### src/rtl/sba_interconnect_if.sv
// Bus bundle for sba_interconnect.
// Holds every master-side and slave-side signal of the interconnect.
//   slave  modport : the interconnect's view. It samples the i_* signals
//                    and drives the o_* signals.
//   master modport : the surrounding system's view (masters, slaves, fault
//                    logic). It drives the i_* signals and samples the o_*.
// Port summary:
//   i_m_addr/i_m_dat_w/i_m_we/i_m_stb  packed per-master request fields
//   o_m_ack/o_m_err/o_m_dat_r          master response
//   o_s_addr/o_s_dat_w/o_s_we/o_s_stb  broadcast slave request, one-hot strobe
//   i_s_ack/i_s_dat_r                  per-slave response
//   o_fault_valid/addr/master, i_fault_clr  sticky fault capture
interface sba_interconnect_if #(
    parameter int NUM_MASTERS = 2,
    parameter int NUM_SLAVES  = 4,
    parameter int MW          = (NUM_MASTERS > 1) ? $clog2(NUM_MASTERS) : 1
);
    logic [32*NUM_MASTERS-1:0] i_m_addr;
    logic [32*NUM_MASTERS-1:0] i_m_dat_w;
    logic [4*NUM_MASTERS-1:0]  i_m_we;
    logic [NUM_MASTERS-1:0]    i_m_stb;
    logic [NUM_MASTERS-1:0]    o_m_ack;
    logic [NUM_MASTERS-1:0]    o_m_err;
    logic [31:0]               o_m_dat_r;
    logic [31:0]               o_s_addr;
    logic [31:0]               o_s_dat_w;
    logic [3:0]                o_s_we;
    logic [NUM_SLAVES-1:0]     o_s_stb;
    logic [NUM_SLAVES-1:0]     i_s_ack;
    logic [32*NUM_SLAVES-1:0]  i_s_dat_r;
    logic                      o_fault_valid;
    logic [31:0]               o_fault_addr;
    logic [MW-1:0]             o_fault_master;
    logic                      i_fault_clr;

    modport slave (
        input  i_m_addr, i_m_dat_w, i_m_we, i_m_stb, i_s_ack, i_s_dat_r, i_fault_clr,
        output o_m_ack, o_m_err, o_m_dat_r, o_s_addr, o_s_dat_w, o_s_we, o_s_stb,
               o_fault_valid, o_fault_addr, o_fault_master
    );

    modport master (
        output i_m_addr, i_m_dat_w, i_m_we, i_m_stb, i_s_ack, i_s_dat_r, i_fault_clr,
        input  o_m_ack, o_m_err, o_m_dat_r, o_s_addr, o_s_dat_w, o_s_we, o_s_stb,
               o_fault_valid, o_fault_addr, o_fault_master
    );
endinterface

### src/rtl/sba_interconnect.sv
// sba_interconnect: round-robin N-master to M-slave SBA bus interconnect.
// A two-state FSM (IDLE/BUSY) grants one master at a time. The slave is
// decoded from addr[SEL_HI:SEL_LO]. Unmapped or hung accesses end with an
// error acknowledge, and the first such fault is latched for software.
// Ports:
//   i_clk, i_rst : clock, asynchronous active-high reset
//   bus          : sba_interconnect_if.slave, carrying all master/slave/fault signals
module sba_interconnect #(
    parameter int NUM_MASTERS = 2,
    parameter int NUM_SLAVES  = 4,
    parameter int SEL_HI      = 31,
    parameter int SEL_LO      = 28,
    parameter int TIMEOUT     = 255,
    localparam int MW = (NUM_MASTERS > 1) ? $clog2(NUM_MASTERS) : 1,
    localparam int SW = (NUM_SLAVES > 1) ? $clog2(NUM_SLAVES) : 1,
    localparam int CW = (TIMEOUT > 0) ? $clog2(TIMEOUT + 1) : 1
) (
    input logic               i_clk,
    input logic               i_rst,
    sba_interconnect_if.slave bus
);
    typedef enum logic {IDLE = 1'b0, BUSY = 1'b1} state_t;

    state_t        state_q, state_d;
    logic [MW-1:0] grant_q, grant_d;
    logic [MW-1:0] last_q, last_d;
    logic [CW-1:0] cnt_q, cnt_d;
    logic          fault_valid_q, fault_valid_d;
    logic [31:0]   fault_addr_q, fault_addr_d;
    logic [MW-1:0] fault_master_q, fault_master_d;

    logic                  busy, mapped, ack_hit, err, term, found;
    logic [31:0]           g_addr, g_dat_w, sel_idx;
    logic [3:0]            g_we;
    logic [SW-1:0]         slv;
    logic [NUM_SLAVES-1:0] s_stb;
    logic [NUM_MASTERS-1:0] m_ack, m_err;
    logic [31:0]           m_dat_r;
    int                    idx;

    // Decode and response path: purely combinational from state, grant and i_s_ack.
    always_comb begin
        busy    = (state_q == BUSY);
        g_addr  = bus.i_m_addr[32*int'(grant_q) +: 32];
        g_dat_w = bus.i_m_dat_w[32*int'(grant_q) +: 32];
        g_we    = bus.i_m_we[4*int'(grant_q) +: 4];
        sel_idx = 32'(g_addr[SEL_HI:SEL_LO]);
        mapped  = (sel_idx < 32'(NUM_SLAVES));
        slv     = sel_idx[SW-1:0];
        ack_hit = busy && mapped && bus.i_s_ack[slv];
        // The slave ack takes priority over a timeout in the same cycle.
        // The strobe stays up through the timeout cycle so a last-moment ack is still honoured.
        err     = busy && (!mapped ||
                  ((TIMEOUT != 0) && !ack_hit && (cnt_q == CW'(TIMEOUT))));
        term    = ack_hit || err;

        s_stb = '0;
        if (busy && mapped) s_stb[slv] = 1'b1;
        m_ack = '0;
        m_err = '0;
        if (term) m_ack[grant_q] = 1'b1;
        if (err)  m_err[grant_q] = 1'b1;
        m_dat_r = ack_hit ? bus.i_s_dat_r[32*int'(slv) +: 32] : 32'h0;
    end

    // Next-state: arbitration, timeout counter and fault capture.
    always_comb begin
        state_d        = state_q;
        grant_d        = grant_q;
        last_d         = last_q;
        cnt_d          = cnt_q;
        fault_valid_d  = fault_valid_q;
        fault_addr_d   = fault_addr_q;
        fault_master_d = fault_master_q;
        found          = 1'b0;
        idx            = 0;

        if (state_q == IDLE) begin
            cnt_d = '0;
            // Rotating search starting just after the last served master.
            for (int i = 1; i <= NUM_MASTERS; i++) begin
                idx = (int'(last_q) + i) % NUM_MASTERS;
                if (!found && bus.i_m_stb[idx]) begin
                    found   = 1'b1;
                    grant_d = MW'(idx);
                end
            end
            if (found) state_d = BUSY;
        end else begin
            cnt_d = cnt_q + 1'b1;
            if (term) begin
                state_d = IDLE;
                last_d  = grant_q;
            end
        end

        // A new fault wins over a simultaneous clear, so nothing is lost.
        if (err && (!fault_valid_q || bus.i_fault_clr)) begin
            fault_valid_d  = 1'b1;
            fault_addr_d   = g_addr;
            fault_master_d = grant_q;
        end else if (bus.i_fault_clr) begin
            fault_valid_d = 1'b0;
        end
    end

    always_ff @(posedge i_clk or posedge i_rst) begin
        if (i_rst) begin
            state_q        <= IDLE;
            grant_q        <= '0;
            last_q         <= MW'(NUM_MASTERS - 1);
            cnt_q          <= '0;
            fault_valid_q  <= 1'b0;
            fault_addr_q   <= '0;
            fault_master_q <= '0;
        end else begin
            state_q        <= state_d;
            grant_q        <= grant_d;
            last_q         <= last_d;
            cnt_q          <= cnt_d;
            fault_valid_q  <= fault_valid_d;
            fault_addr_q   <= fault_addr_d;
            fault_master_q <= fault_master_d;
        end
    end

    assign bus.o_s_addr       = busy ? g_addr  : 32'h0;
    assign bus.o_s_dat_w      = busy ? g_dat_w : 32'h0;
    assign bus.o_s_we         = busy ? g_we    : 4'h0;
    assign bus.o_s_stb        = s_stb;
    assign bus.o_m_ack        = m_ack;
    assign bus.o_m_err        = m_err;
    assign bus.o_m_dat_r      = m_dat_r;
    assign bus.o_fault_valid  = fault_valid_q;
    assign bus.o_fault_addr   = fault_addr_q;
    assign bus.o_fault_master = fault_master_q;
endmodule

### src/flat_wrapper.sv
// flat-port wrapper written by rule: the top's interface ports become plain ports
module sba_interconnect_flat 
#(
    parameter int NUM_MASTERS = 2,
    parameter int NUM_SLAVES  = 4,
    parameter int SEL_HI      = 31,
    parameter int SEL_LO      = 28,
    parameter int TIMEOUT     = 255,
    localparam int MW = (NUM_MASTERS > 1) ? $clog2(NUM_MASTERS) : 1,
    localparam int SW = (NUM_SLAVES > 1) ? $clog2(NUM_SLAVES) : 1,
    localparam int CW = (TIMEOUT > 0) ? $clog2(TIMEOUT + 1) : 1
)
  (i_clk, i_rst, bus_i_m_addr, bus_i_m_dat_w, bus_i_m_we, bus_i_m_stb, bus_i_s_ack, bus_i_s_dat_r, bus_i_fault_clr, bus_o_m_ack, bus_o_m_err, bus_o_m_dat_r, bus_o_s_addr, bus_o_s_dat_w, bus_o_s_we, bus_o_s_stb, bus_o_fault_valid, bus_o_fault_addr, bus_o_fault_master);
  sba_interconnect_if #(.NUM_MASTERS(NUM_MASTERS), .NUM_SLAVES(NUM_SLAVES), .MW(1)) bus_i ();
  input logic i_clk;
  input logic i_rst;
  input wire logic [$bits(bus_i.i_m_addr)-1:0] bus_i_m_addr;
  input wire logic [$bits(bus_i.i_m_dat_w)-1:0] bus_i_m_dat_w;
  input wire logic [$bits(bus_i.i_m_we)-1:0] bus_i_m_we;
  input wire logic [$bits(bus_i.i_m_stb)-1:0] bus_i_m_stb;
  input wire logic [$bits(bus_i.i_s_ack)-1:0] bus_i_s_ack;
  input wire logic [$bits(bus_i.i_s_dat_r)-1:0] bus_i_s_dat_r;
  input wire logic [$bits(bus_i.i_fault_clr)-1:0] bus_i_fault_clr;
  output wire logic [$bits(bus_i.o_m_ack)-1:0] bus_o_m_ack;
  output wire logic [$bits(bus_i.o_m_err)-1:0] bus_o_m_err;
  output wire logic [$bits(bus_i.o_m_dat_r)-1:0] bus_o_m_dat_r;
  output wire logic [$bits(bus_i.o_s_addr)-1:0] bus_o_s_addr;
  output wire logic [$bits(bus_i.o_s_dat_w)-1:0] bus_o_s_dat_w;
  output wire logic [$bits(bus_i.o_s_we)-1:0] bus_o_s_we;
  output wire logic [$bits(bus_i.o_s_stb)-1:0] bus_o_s_stb;
  output wire logic [$bits(bus_i.o_fault_valid)-1:0] bus_o_fault_valid;
  output wire logic [$bits(bus_i.o_fault_addr)-1:0] bus_o_fault_addr;
  output wire logic [$bits(bus_i.o_fault_master)-1:0] bus_o_fault_master;
  assign bus_i.i_m_addr = bus_i_m_addr;
  assign bus_i.i_m_dat_w = bus_i_m_dat_w;
  assign bus_i.i_m_we = bus_i_m_we;
  assign bus_i.i_m_stb = bus_i_m_stb;
  assign bus_i.i_s_ack = bus_i_s_ack;
  assign bus_i.i_s_dat_r = bus_i_s_dat_r;
  assign bus_i.i_fault_clr = bus_i_fault_clr;
  assign bus_o_m_ack = bus_i.o_m_ack;
  assign bus_o_m_err = bus_i.o_m_err;
  assign bus_o_m_dat_r = bus_i.o_m_dat_r;
  assign bus_o_s_addr = bus_i.o_s_addr;
  assign bus_o_s_dat_w = bus_i.o_s_dat_w;
  assign bus_o_s_we = bus_i.o_s_we;
  assign bus_o_s_stb = bus_i.o_s_stb;
  assign bus_o_fault_valid = bus_i.o_fault_valid;
  assign bus_o_fault_addr = bus_i.o_fault_addr;
  assign bus_o_fault_master = bus_i.o_fault_master;
  sba_interconnect #(.NUM_MASTERS(NUM_MASTERS), .NUM_SLAVES(NUM_SLAVES), .SEL_HI(SEL_HI), .SEL_LO(SEL_LO), .TIMEOUT(TIMEOUT)) u_core (.i_clk(i_clk), .i_rst(i_rst), .bus(bus_i));
endmodule
### config.mk
export PLATFORM = sky130hd
export DESIGN_NAME = sba_interconnect_flat
export DESIGN_NICKNAME = d
export VERILOG_FILES = /design/src/rtl/sba_interconnect_if.sv /design/src/rtl/sba_interconnect.sv /design/src/flat_wrapper.sv
export SDC_FILE = /design/constraint.sdc
export NUM_CORES = 1
export LEC_CHECK = 0
export CAP_MARGIN = 20
export CORE_AREA = 2 2 162 164
export CTS_CLUSTER_DIAMETER = 120
export CTS_CLUSTER_SIZE = 8
export DETAILED_ROUTE_END_ITERATION = 12
export DIE_AREA = 0 0 164 166
export DONT_BUFFER_PORTS = 1
export HOLD_SLACK_MARGIN = 0.03
export SYNTH_ARGS = -nofsm -noshare
export SYNTH_HDL_FRONTEND = slang
export SYNTH_SLANG_ARGS = --single-unit
### constraint.sdc
create_clock -name i_clk -period 3.6 [get_ports i_clk]
set_clock_uncertainty 0.1 [all_clocks]
set_input_delay 0.9 -clock i_clk [delete_from_list [all_inputs] [get_ports i_clk]]
set_output_delay 0.9 -clock i_clk [all_outputs]
set_load 0.1 [all_outputs]
==> run_1/wires.png <==
Drawn at 1.5 px/um.
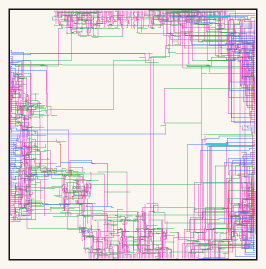
Red stands for metal 4, wire length 383 um. Magenta stands for metal 2, wire length 9190 um. Blue stands for metal 3, wire length 2100 um. Green stands for metal 1, wire length 6800 um. Cyan stands for metal 5, wire length 27.6 um.

==> run_1/io_placement.png <==
Drawn at 2 px/um. Pins as bars across the die edge, other pins in gray.
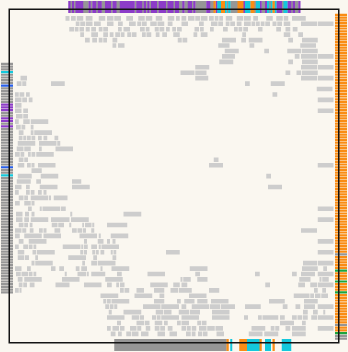
Green stands for bus_i_s_ack, pins 4, direction input, edge right. Orange stands for bus_i_s_dat_r, pins 128, direction input, edge 112 right, 9 top, 7 bottom. Blue stands for bus_i_m_stb, pins 2, direction input, edge left. Cyan stands for bus_o_m_dat_r, pins 32, direction output, edge 16 bottom, 14 top, 2 left. Purple stands for bus_i_m_dat_w, pins 64, direction input, edge 58 top, 6 left.
die height: 166 um
horizontal die dimension: 164 um
Buffers on Ports: 0

==> run_1/clocks.png <==
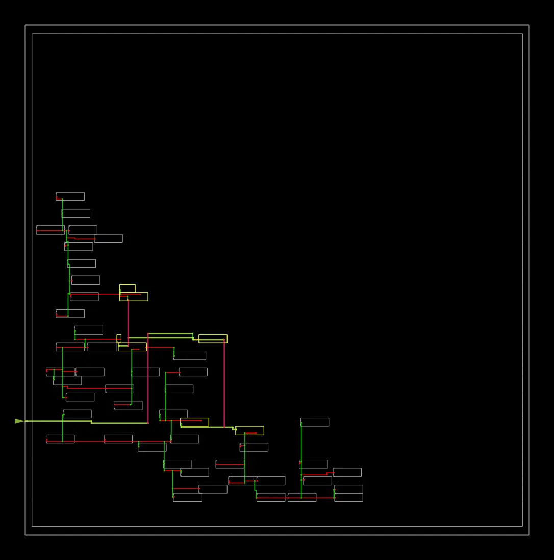
Inserted Clock Buffers: 5
registers: 45
clock latency on the worst-skew pair: 0.28 ns

==> design notes, run 1 <==
The tools report the row count as 59. At the end of the flow, the number of nets in the layout was 751. Once placement finished, the instance area stood at 0.00569 mm^2.

The run gives 415 for the I/O pin count. Across the run, the number of max-cap violations was 0. The clock passes through at most 2 buffers. The run finished with clean final reports. The tools report the overall fraction of global-route tracks in use as 12.4%. For this run, the chip area from Yosys synthesis comes to 0.00405 mm^2. The routed layout has 3616 vias. The main logic family after synthesis was multiplexers. By area the synthesized netlist is led by dfrtp_1, mux4_2, mux2i_1.

With the share of final-layout standard cells stronger than drive strength 1 at 57.7%, the endpoint required time on the critical path is 2.60 ns. The longest incremental delay of any stage on the critical path is reported as 0.59 ns. Checking hold timing, the worst path is listed with class reg -> reg. Per the timing report, the biggest fanout along the worst path comes to 25. The largest total area in the synthesized netlist belongs to dfrtp_1. The run gives 0.00585 mm^2 as the finished layout cell area.

Per the final report, max-transition violations number 0. The post-synthesis xor/xnor area fraction is 0.866%. Once detail routing completed, the nets flagged for antenna violations numbered 0.

The net count after synthesis is 674.
-- run 1: metal layers --
layer  track usage, %  wire length [um]
met1             14.3              6800
met2             21.9              9190
met5                0                27
met4             3.09               382
met3             3.90              2100
-- run 1: registers in the layout, summed over array words and instances, names as in the netlist --
| register | count |
|---|---|
| u_core.bus.o_fault_master | 1 |
| u_core.cnt_q | 8 |
| u_core.grant_q | 1 |
| u_core.bus.o_fault_addr | 32 |
| u_core.last_q | 1 |
| u_core.busy | 1 |
| u_core.bus.o_fault_valid | 1 |
-- run 1: cells in the final DEF, fill, tap and decap left out, drive strengths merged, types with 7 or more instances in the layout --
| cell type | synthesis | layout |
|---|---|---|
| mux2i | 55 | 55 |
| dfrtp | 44 | 44 |
| a31oi | 23 | 23 |
| clkbuf | 17 | 7 |
| buf | 20 | 107 |
| nor2 | 66 | 66 |
| a21oi | 24 | 24 |
| and2 | 45 | 45 |
| mux2 | 26 | 26 |
| mux4 | 32 | 32 |
| diode | 0 | 7 |
-- run 1: area by class of cell --
type | count | area, um^2
diodes | 7 | 17.5
clock buffers | 7 | 143
fillers | 2694 | 19800
inverters | 4 | 16.3
multi-input cells | 314 | 2970
flip-flops and latches | 45 | 1130
well taps | 335 | 419
repair buffers | 107 | 1150
-- run 1: worst max-delay path: cells and delay by family --
kind,cells,cell delay [ns]
multiplexers,1,0.59
AND/OR/NAND/NOR,2,0.41
buffers and inverters,2,0.41
AND-OR/OR-AND,1,0.16
-- run 1: logic make-up (layout without fill, tap and decap cells) --
family / after synthesis / in the layout
buf+inv: 41 / 118
xor+xnor: 4 / 4
simple gates: 139 / 139
fa+ha+maj: 1 / 1
compound gates: 57 / 57
flops: 45 / 45
other cells: 0 / 7
mux: 113 / 113
-- run 1: metrics by stage --
step / util [%] / hold WS [ns] / setup WS (ns) / cells / TNS, ns
5_1_grt: 22.8 / 0.397 / 0.00835 / 817 / 0
2_1_floorplan: - / 0.325 / -0.592 / 400 / -2.45
3_5_place_dp: 22.2 / 0.354 / 0.0927 / 805 / 0
3_3_place_gp: 22.2 / 0.340 / 0.0705 / 805 / 0
4_1_cts: 22.8 / 0.363 / 0.0839 / 812 / 0
6_report: 22.8 / 0.363 / 0.109 / 819 / 0
-- run 1: final timing paths --
| kind | cells after the start | slack [ns] | startpoint | to |
|---|---|---|---|---|
| hold / removal | 1 | 0.36 | u_core.cnt_q[0] | u_core.cnt_q[0] |
| min in group asynchronous | 1 | 0.48 | i_rst | u_core.bus.o_fault_addr[17] |
| max in group asynchronous | 2 | 2.26 | i_rst | u_core.bus.o_fault_addr[7] |
| setup / recovery | 6 | 0.11 | bus_i_m_addr[28] | bus_o_m_dat_r[15] |
| hold reg to reg | 1 | 0.36 | u_core.cnt_q[0] | u_core.cnt_q[0] |
| setup reg to reg | 7 | 0.62 | u_core.grant_q | u_core.bus.o_fault_addr[6] |
--- run 2 (diff from run 1) ---
- HOLD_SLACK_MARGIN: 0.03 -> 0.15
==> run_2/placement_by_type.png <==
Drawn at 1.5 px/um.
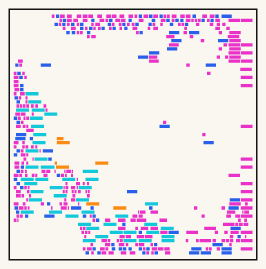
Orange stands for clock drivers and dummy loads, cells 7, share of their area 2.6%. Blue stands for other buffers and delay cells, cells 107, share of their area 21%. Cyan stands for flops, cells 45, share of their area 21%. Magenta stands for combinational and other logic, cells 318, share of their area 55%.

==> run 2 against run 1 <==
Compared with the run above:
- global-route usage is the same
- register-to-register slack is essentially flat
- via count is the same
- final area is the same
- synthesized cell count is the same
- cell count is the same
- die size is the same
- count of clock-buffer cells in the layout is the same
- sequential share of layout area is the same
- critical endpoint unchanged
==> design notes, run 2 <==
In the final layout, the multi-input gates occupy 0.00297 mm^2. For reference, the top cells by area after synthesis are dfrtp_1, mux4_2, mux2i_1. After detailed routing, the number of vias per cell comes to 4.42. The register with the most flip-flops in the layout has 32 of them.

Of all nets on the critical path, the largest fanout is 25. The synthesis report gives the async set-or-reset register share as 100%. Sequential cell area: 0.00113 mm^2.

Per the STA report, the cell with the highest stage delay on the worst path is mux4_2. The total buffers and inverters traversed by the critical path is 2. The post-synth area from yosys stat was 0.00405 mm^2; the final max-slew violation count was 0. Once detail routing completed, the nets flagged for antenna violations numbered 0. Worst hold-check slack: 0.363 ns. In this run the critical register-to-register path is launched from u_core.grant_q.

The tools report the final worst setup slack as 0.109 ns. The run finished with clean final reports. The worst-case setup slack after placement is 0.0927 ns. The endpoint of the lowest-slack register-to-register path was u_core.bus.o_fault_addr[6]. With the worst-skew pair later-pin latency at 0.28 ns, the layout filler cell count is 2694. STA lists the startpoint of the worst hold path as u_core.cnt_q[0]. The overall die width was 164 um. Most instantiated logic cell after routing: buf_4. The report counts max-capacitance violations totalling 0. The tools report the overall fraction of global-route tracks in use as 12.4%. The tool warning count for the run is 27.

The number of cells on the worst reg-to-reg path is 7. The worst hold path belongs to the class reg -> reg. The library cells used most frequently in the layout, excluding fill and tap cells, are buf_4, nor2_2, mux2i_1.

Cells with a size suffix above 1 make up 57.7% of the layout. The clock buffer count from CTS was 5; the number of global-route vias before repair was 3730. The final cell utilization of the core was 22.8%; the maximum clock insertion buffer count was 2. The number of stages on the worst hold path was 1. Sink of the worst hold path: u_core.cnt_q[0]. Summing over every cut layer, the via total after detailed routing is 3616.

The worst-case reg-to-reg setup slack stands at 0.62 ns. Row generation in the floorplan step produced 59 rows. Among cell families on the critical path, the largest total delay comes from multiplexers. The leading register cell type out of synthesis is dfrtp_1. The run gives 2.60 ns as the endpoint required time on the critical path. For this run the detailed placement stage logged an HPWL of 15600 um. The run gives 0 for the number of buffer cells added on primary ports.

The tools report the I/O pin count as 415. At the end of the flow, the number of nets in the layout was 751.
## run 2: cell counts after synthesis
No cell type changed its count.
## run 2: routing by layer
metal	global-route usage [%]	part of all wire, %
met1	14.3	37
met2	21.9	50
met3	3.90	11
met4	3.09	2.1
met5	0	0.15
## run 2: logic make-up (layout without fill, tap and decap cells)
group | Yosys count | count (layout) | share of synthesized area [%]
compound gates | 57 | 57 | 8.50
fa+ha+maj | 1 | 1 | 0.309
xor+xnor | 4 | 4 | 0.866
buf+inv | 41 | 118 | 5.19
other cells | 0 | 7 | 0
mux | 113 | 113 | 39.6
simple gates | 139 | 139 | 17.7
flops | 45 | 45 | 27.9
## run 2: worst max-delay path by stage
stage               slack [ns]           endpoint  cells after the start             start
global placement          0.07  bus_o_m_dat_r[15]                      6  bus_i_m_addr[28]
CTS                       0.08  bus_o_m_dat_r[15]                      6  bus_i_m_addr[28]
finish                    0.11  bus_o_m_dat_r[15]                      6  bus_i_m_addr[28]
detailed placement        0.09  bus_o_m_dat_r[15]                      6  bus_i_m_addr[28]
global route             0.008     bus_o_m_err[0]                      6    u_core.grant_q
floorplan                -0.59     bus_o_m_err[0]                      6  bus_i_m_addr[28]
## run 2: per-stage QoR
stage | cells | setup TNS (ns) | instance area (um^2)
2_1_floorplan | 400 | -2.45 | 4220
3_3_place_gp | 805 | 0 | 5690
3_5_place_dp | 805 | 0 | 5690
4_1_cts | 812 | 0 | 5830
5_1_grt | 817 | 0 | 5850
6_report | 819 | 0 | 5850
## run 2: area by class of cell
| cell class | instances | area share, % |
|---|---|---|
| clock buffer | 7 | 2.44 |
| timing repair buffer | 107 | 19.7 |
| multi-input combinational | 314 | 50.8 |
| sequential | 45 | 19.3 |
| tap | 335 | 7.16 |
| inverter | 4 | 0.278 |
| antenna | 7 | 0.299 |
